Fig. 1: routed metal, one color a layer
Drawn at 2 px/um. Two of the layers only.
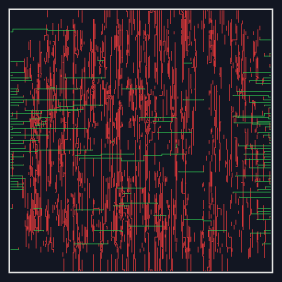
Fig. 2: port wiring
Drawn at 2 px/um.
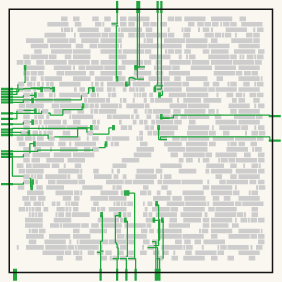
Fig. 3: I/O pins on the die edge
Drawn at 4 px/um. Pins as bars across the die edge, other pins in gray.
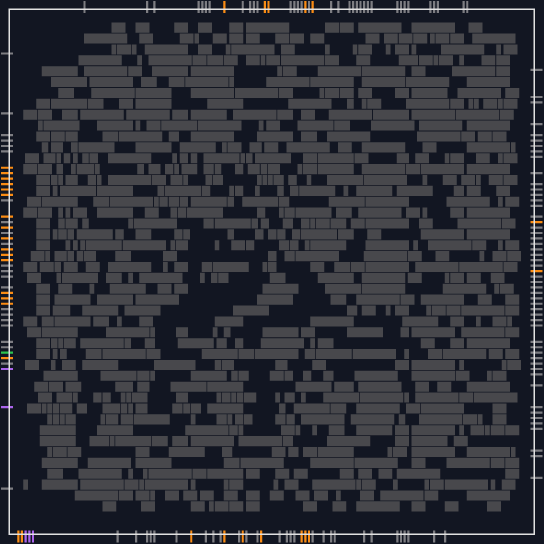
Fig. 4: metal 2
Drawn at 4 px/um.
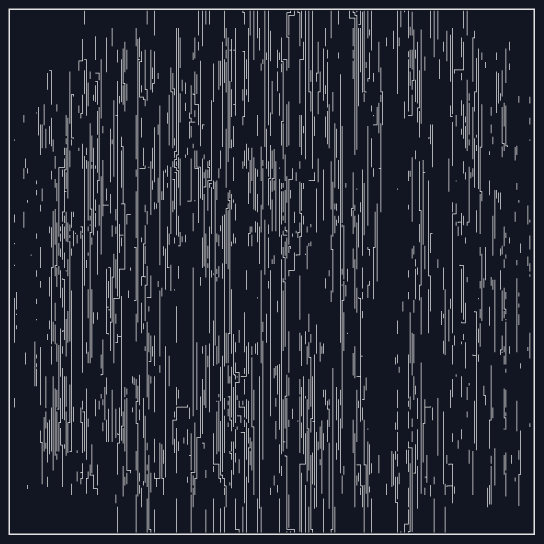
Fig. 5: cell placement
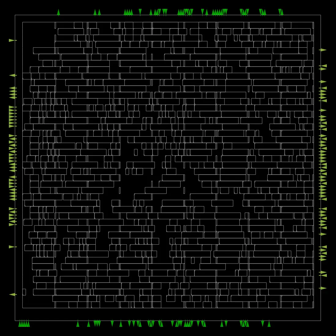
$ cat src/rtl/if_fetch_unit_pkg.sv
// if_fetch_unit_pkg: shared constants and FSM encoding for the instruction fetch unit
package if_fetch_unit_pkg;
  localparam int XLEN = 32;
  localparam logic [XLEN-1:0] NOP_BUBBLE = '0;
  typedef enum logic [1:0] {IDLE, WAIT_GNT, WAIT_RSP} state_e;
endpackage

$ cat src/rtl/if_fetch_unit_fetch_fifo.sv
// fetch_fifo: synchronous FIFO of {pc,inst} entries with flush; output reads zero when empty
module fetch_fifo
  import if_fetch_unit_pkg::*;
#(
  parameter int DEPTH = 2,
  parameter int W = 2 * XLEN
) (
  input  logic                     clk,
  input  logic                     reset,
  input  logic                     flush,
  input  logic                     push,
  input  logic                     pop,
  input  logic [W-1:0]             din,
  output logic [W-1:0]             dout,
  output logic                     valid,
  output logic [$clog2(DEPTH):0]   count
);
  localparam int AW = $clog2(DEPTH);
  logic [AW-1:0] wr_q, wr_d, rd_q, rd_d;
  logic [AW:0] cnt_q, cnt_d;
  logic [W-1:0] mem_q [DEPTH];
  logic do_push, do_pop;
  assign do_pop = pop && cnt_q != '0;
  assign do_push = push && (cnt_q != (AW+1)'(DEPTH) || do_pop);
  always_comb begin
    wr_d = flush ? '0 : wr_q + AW'(do_push);
    rd_d = flush ? '0 : rd_q + AW'(do_pop);
    cnt_d = flush ? '0 : cnt_q + (AW+1)'(do_push) - (AW+1)'(do_pop);
  end
  always_ff @(posedge clk or posedge reset) begin
    if (reset) begin
      wr_q <= '0;
      rd_q <= '0;
      cnt_q <= '0;
    end else begin
      wr_q <= wr_d;
      rd_q <= rd_d;
      cnt_q <= cnt_d;
    end
  end
  always_ff @(posedge clk) begin
    if (do_push && !flush) mem_q[wr_q] <= din;
  end
  assign valid = cnt_q != '0;
  assign count = cnt_q;
  assign dout = valid ? mem_q[rd_q] : '0;
endmodule

$ cat src/rtl/if_fetch_unit.sv
// if_fetch_unit: single-outstanding instruction fetcher feeding a small {pc,inst} buffer, with branch redirect
module if_fetch_unit
  import if_fetch_unit_pkg::*;
#(
  parameter logic [31:0] RESET_PC = 32'h0000_0000,
  parameter int FIFO_DEPTH = 2
) (
  input  logic        clk,
  input  logic        reset,
  input  logic [4:0]  stall,
  input  logic        br,
  input  logic [31:0] br_target,
  output logic        imem_req,
  output logic [31:0] imem_addr,
  input  logic        imem_gnt,
  input  logic        imem_rvalid,
  input  logic [31:0] imem_rdata,
  output logic [31:0] pc_if,
  output logic [31:0] inst_if,
  output logic        if_valid
);
  localparam int CW = $clog2(FIFO_DEPTH) + 1;
  state_e state_q, state_d;
  logic [XLEN-1:0] fetch_pc_q, fetch_pc_d, req_pc_q, req_pc_d;
  logic drop_q, drop_d, push, pop, issue_ok;
  logic [CW-1:0] count;
  logic [CW:0] occ;
  logic [2*XLEN-1:0] head;
  logic unused_stall;
  assign unused_stall = ^stall[4:2];
  // an in-flight response counts against capacity so a push can never overflow
  assign occ = {1'b0, count} + (CW+1)'(state_q == WAIT_RSP);
  assign issue_ok = !stall[0] && !br && !drop_q && occ < (CW+1)'(FIFO_DEPTH);
  assign pop = if_valid && !stall[1];
  always_comb begin
    state_d = state_q;
    fetch_pc_d = fetch_pc_q;
    req_pc_d = req_pc_q;
    drop_d = drop_q;
    push = 1'b0;
    if (br) begin
      state_d = IDLE;
      fetch_pc_d = {br_target[XLEN-1:2], 2'b00};
      drop_d = (state_q == WAIT_GNT && imem_gnt) || ((state_q == WAIT_RSP || drop_q) && !imem_rvalid);
    end else begin
      case (state_q)
        IDLE: begin
          drop_d = drop_q && !imem_rvalid;
          state_d = issue_ok ? WAIT_GNT : IDLE;
        end
        WAIT_GNT: if (imem_gnt) begin
          state_d = WAIT_RSP;
          req_pc_d = fetch_pc_q;
          fetch_pc_d = fetch_pc_q + 32'd4;
        end
        WAIT_RSP: if (imem_rvalid) begin
          push = 1'b1;
          state_d = issue_ok ? WAIT_GNT : IDLE;
        end
        default: state_d = IDLE;
      endcase
    end
  end
  always_ff @(posedge clk or posedge reset) begin
    if (reset) begin
      state_q <= IDLE;
      fetch_pc_q <= RESET_PC;
      req_pc_q <= '0;
      drop_q <= 1'b0;
    end else begin
      state_q <= state_d;
      fetch_pc_q <= fetch_pc_d;
      req_pc_q <= req_pc_d;
      drop_q <= drop_d;
    end
  end
  fetch_fifo #(.DEPTH(FIFO_DEPTH), .W(2*XLEN)) u_fifo (
    .clk(clk),
    .reset(reset),
    .flush(br),
    .push(push),
    .pop(pop),
    .din({req_pc_q, imem_rdata}),
    .dout(head),
    .valid(if_valid),
    .count(count)
  );
  assign imem_req = state_q == WAIT_GNT;
  assign imem_addr = fetch_pc_q;
  assign pc_if = head[2*XLEN-1:XLEN];
  assign inst_if = if_valid ? head[XLEN-1:0] : NOP_BUBBLE;
endmodule

$ cat config.mk
export PLATFORM = sky130hd
export DESIGN_NAME = if_fetch_unit
export DESIGN_NICKNAME = d
export VERILOG_FILES = /design/src/rtl/if_fetch_unit_pkg.sv /design/src/rtl/if_fetch_unit_fetch_fifo.sv /design/src/rtl/if_fetch_unit.sv
export SDC_FILE = /design/constraint.sdc
export NUM_CORES = 1
export LEC_CHECK = 0
export CORE_MARGIN = 3
export CORE_UTILIZATION = 51
export DETAILED_ROUTE_END_ITERATION = 10
export PLACE_DENSITY_LB_ADDON = 0.12
export REMOVE_ABC_BUFFERS = 1
export SLEW_MARGIN = 20
export SYNTH_ARGS = -nofsm -noshare
export SYNTH_HDL_FRONTEND = slang
export SYNTH_SLANG_ARGS = --single-unit
$ cat constraint.sdc
create_clock -name clk -period 5.85 [get_ports clk]
set_input_delay 1.17 -clock clk [delete_from_list [all_inputs] [get_ports clk]]
set_output_delay 1.17 -clock clk [all_outputs]
set_load 0.05 [all_outputs]
==> results.sh <==
# source this file to load flow results
export IMPL_period_used_pct=67.4
export IMPL_vias_per_cell=5.38
export IMPL_ys_seq_share_pct=67.9
export IMPL_worst_pin_slew_ps=904
export IMPL_yosys_most_used_dff="edfxtp_1"
export IMPL_grt_pass1_vias=5061
export IMPL_fin_skew_ps=6.35
export IMPL_drc=0
export IMPL_grt_pass1_wl_um=26200
export IMPL_p_int_mw=2.89
export IMPL_grt_use_met3_pct=5.41
export IMPL_edf_count=124
export IMPL_syn_inst=581
export IMPL_antenna_found_initial=0
export IMPL_p_comb_share_pct=34.6
export IMPL_placed_cell_area_um2=9760
export IMPL_numSynthFlops=191
export IMPL_nNetsFinal=813
export IMPL_critPathKind="flop to output pin"
export IMPL_setup_viol=0
export IMPL_crit_path_start_kind="flop"
export IMPL_synth_warnings=0
export IMPL_design_area_um2=10400
export IMPL_hold_path_class="flop to flop"
export IMPL_drv_slew=0
export IMPL_area_delta_synth_final_pct=30.3
export IMPL_hpwl_um=11100
export IMPL_gr_usage_met1_pct=25.8
export IMPL_cts_hold_buffers=0
export IMPL_syn_area_um2=7960
export IMPL_cts_tree="done"
export IMPL_clock_sinks=191
export IMPL_crit_fanout=39
export IMPL_post_synth_top_count_cell="edfxtp_1"
export IMPL_path_clk_slew_ps=70
export IMPL_synthArstFlopShare_pct=35.1
export IMPL_relSlewSlack_pct=39.7
export IMPL_die_area_um2=17100
export IMPL_p_switching_mw=1.64
export IMPL_yosys_area_um2=7960
export IMPL_cts_htree_levels=4
export IMPL_fp_util_pct=52.1
export IMPL_max_freq_mhz=254
export IMPL_top_usage_layer="met2"
export IMPL_dr_first_iter_drc_count=267
export IMPL_yosys_area_top_type_share_pct=46.8
export IMPL_core_um2=15300
export IMPL_area_leaders="edfxtp_1 47%, dfrtp_1 21%, mux2i_1 8.1%"
export IMPL_cts_resized=0
export IMPL_finalHoldViolations=0
export IMPL_critPathArrivalTime_ps=2770
export IMPL_p_total_mw=4.53
export IMPL_post_cts_setup_buffers=0
export IMPL_dr_pass1_iters=4
export IMPL_gr_total_overflow=0
export IMPL_cts_buffers=17
export IMPL_common_cells="124 x edfxtp_1, 88 x nor2_1, 67 x dfrtp_1"
export IMPL_cts_buffer_depth=2
export IMPL_synth_stat_cells=581
export IMPL_period_needed_ps=3940
export IMPL_tns_ps=0
export IMPL_status="finished, final reports clean"
export IMPL_clk_latency_ps=420
export IMPL_synth_avg_cell_area_um2=13.7
export IMPL_p_sw_share_pct=36.3
export IMPL_p_clk_share_pct=25.2
export IMPL_max_cap_violations=0
export IMPL_ys_types=47
export IMPL_gp_congestion=0.819
export IMPL_diodes=0
export IMPL_p_leak_nw=3.60
export IMPL_drtAntennaViolNets=0
export IMPL_rsz0062_at_grt="false"
export IMPL_grt_start_max_net_pins=64
Back to the opening pictures, Fig. 1:
| layer | color | wire length |
|---|---|---|
| met2 | red | 8,470 um |
| met3 | green | 1,170 um |
Wirelength per Cell: 17.8 um
GRT Util Overall: 20.1%
vias post-DR: 5,168

Back to the opening pictures, Fig. 2:
| port | color | direction | end cells | wire |
|---|---|---|---|---|
| `br_target` | green | input | 30 | 942 um |
port bufs: 162
io pins: 172

Back to the opening pictures, Fig. 3:
| port | color | pins | direction | edge |
|---|---|---|---|---|
| `stall` | purple | 5 | input | 3 south, 2 west |
| `br_target` | orange | 32 | input | 16 west, 9 south, 5 north, 2 east |
| `imem_rvalid` | green | 1 | input | west |
Die Ht: 131 um
Die X: 131 um

Back to the opening pictures, Fig. 4:
main direction: vertical
nets with wire on the layer: 701
share of all routed wire: 50%
wire length on this layer: 8,470 um
longest straight run: 70.7 um
met2 Use GR: 33.8%
total routed wirelength: 17,100 um

Back to the opening pictures, Fig. 5:
Core Rows: 45
fin cells: 960

==> layer usage <==
metal | up-vias | wire length, um
met4 | 0 | 189
li1 | 2431 | -
met5 | - | 0
met2 | 169 | 8470
met3 | 10 | 1170
met1 | 2558 | 7230
==> final cells by class <==
| cell class | instances | area (um^2) |
|---|---|---|
| sequential | 191 | 5400 |
| tap | 211 | 264 |
| inverter | 13 | 48.8 |
| fill | 1098 | 4890 |
| timing repair buffer | 168 | 1680 |
| clock buffer | 19 | 453 |
| multi-input combinational | 345 | 2380 |
| clock inverter | 13 | 135 |
==> final timing paths <==
check	startpoint	slack [ps]	depth (start not counted)	end
hold / removal	req_pc_q[17]	470	0	u_fifo.mem_q[1][49]
max in group asynchronous	reset	3660	3	u_fifo.rd_q
setup / recovery	u_fifo.count[0]	1910	4	pc_if[28]
min in group asynchronous	reset	1230	2	req_pc_q[25]
setup reg to reg	u_fifo.count[0]	3130	9	u_fifo.count[1]
hold reg to reg	req_pc_q[17]	470	0	u_fifo.mem_q[1][49]
==> power by group through the flow <==
stage	combinational [mW]	clock (mW)	sequential, mW
after floorplan	0.995	0	1.89
after global placement	1.51	0	1.87
after detailed placement	1.54	0	1.88
after CTS	1.55	1.16	1.85
after global routing	1.66	1.21	1.85
final	1.57	1.14	1.82
==> logic make-up after synthesis <==
group           count (synthesis)  synth area share [%]
compound gates                 48                  3.90
xor+xnor                       16                  1.76
fa+ha+maj                       3                 0.472
buf+inv                        48                  2.58
flops                         191                  67.9
mux                            95                  12.4
other cells                     1                0.0471
simple gates                  179                  10.9
==> critical path, cell delays in order, from the launching register on <==
cell and delay [ps]:
dfrtp_1 430, nor2_4 540, buf_4 500, nor2_1 100, clkdlybuf4s50_1 730
==> cell usage in the layout, fill, tap and decap left out, drive strengths merged, types with 7 or more instances in the layout <==
cell type / n
clkbuf: 19
xnor2: 14
nor4: 7
inv: 16
nand2: 27
a31oi: 12
clkdlybuf4s50: 162
nand4: 11
nand3: 14
or4: 12
dfrtp: 67
mux2i: 64
o21ai: 17
clkinv: 7
nor2: 88
mux2: 31
o31ai: 7
edfxtp: 124
==> flip-flops by register name, indices dropped and copies added (netlist names) <==
signal,count
u_fifo.mem_q,124
imem_addr,30
req_pc_q,30
state_q,2
u_fifo.count,2
drop_q,1
u_fifo.rd_q,1
u_fifo.wr_q,1
==> stage by stage <==
step	hold WS, ps	util (%)	cells	worst slack, ps
floorplan	438	-	549	938
detailed placement	452	63.9	927	1480
CTS	467	67.8	959	1800
global placement	448	63.9	927	1580
finish	466	67.9	960	1910
global route	476	67.9	960	1740
Power figures rest on the tool's default switching activity, not on a simulated workload.
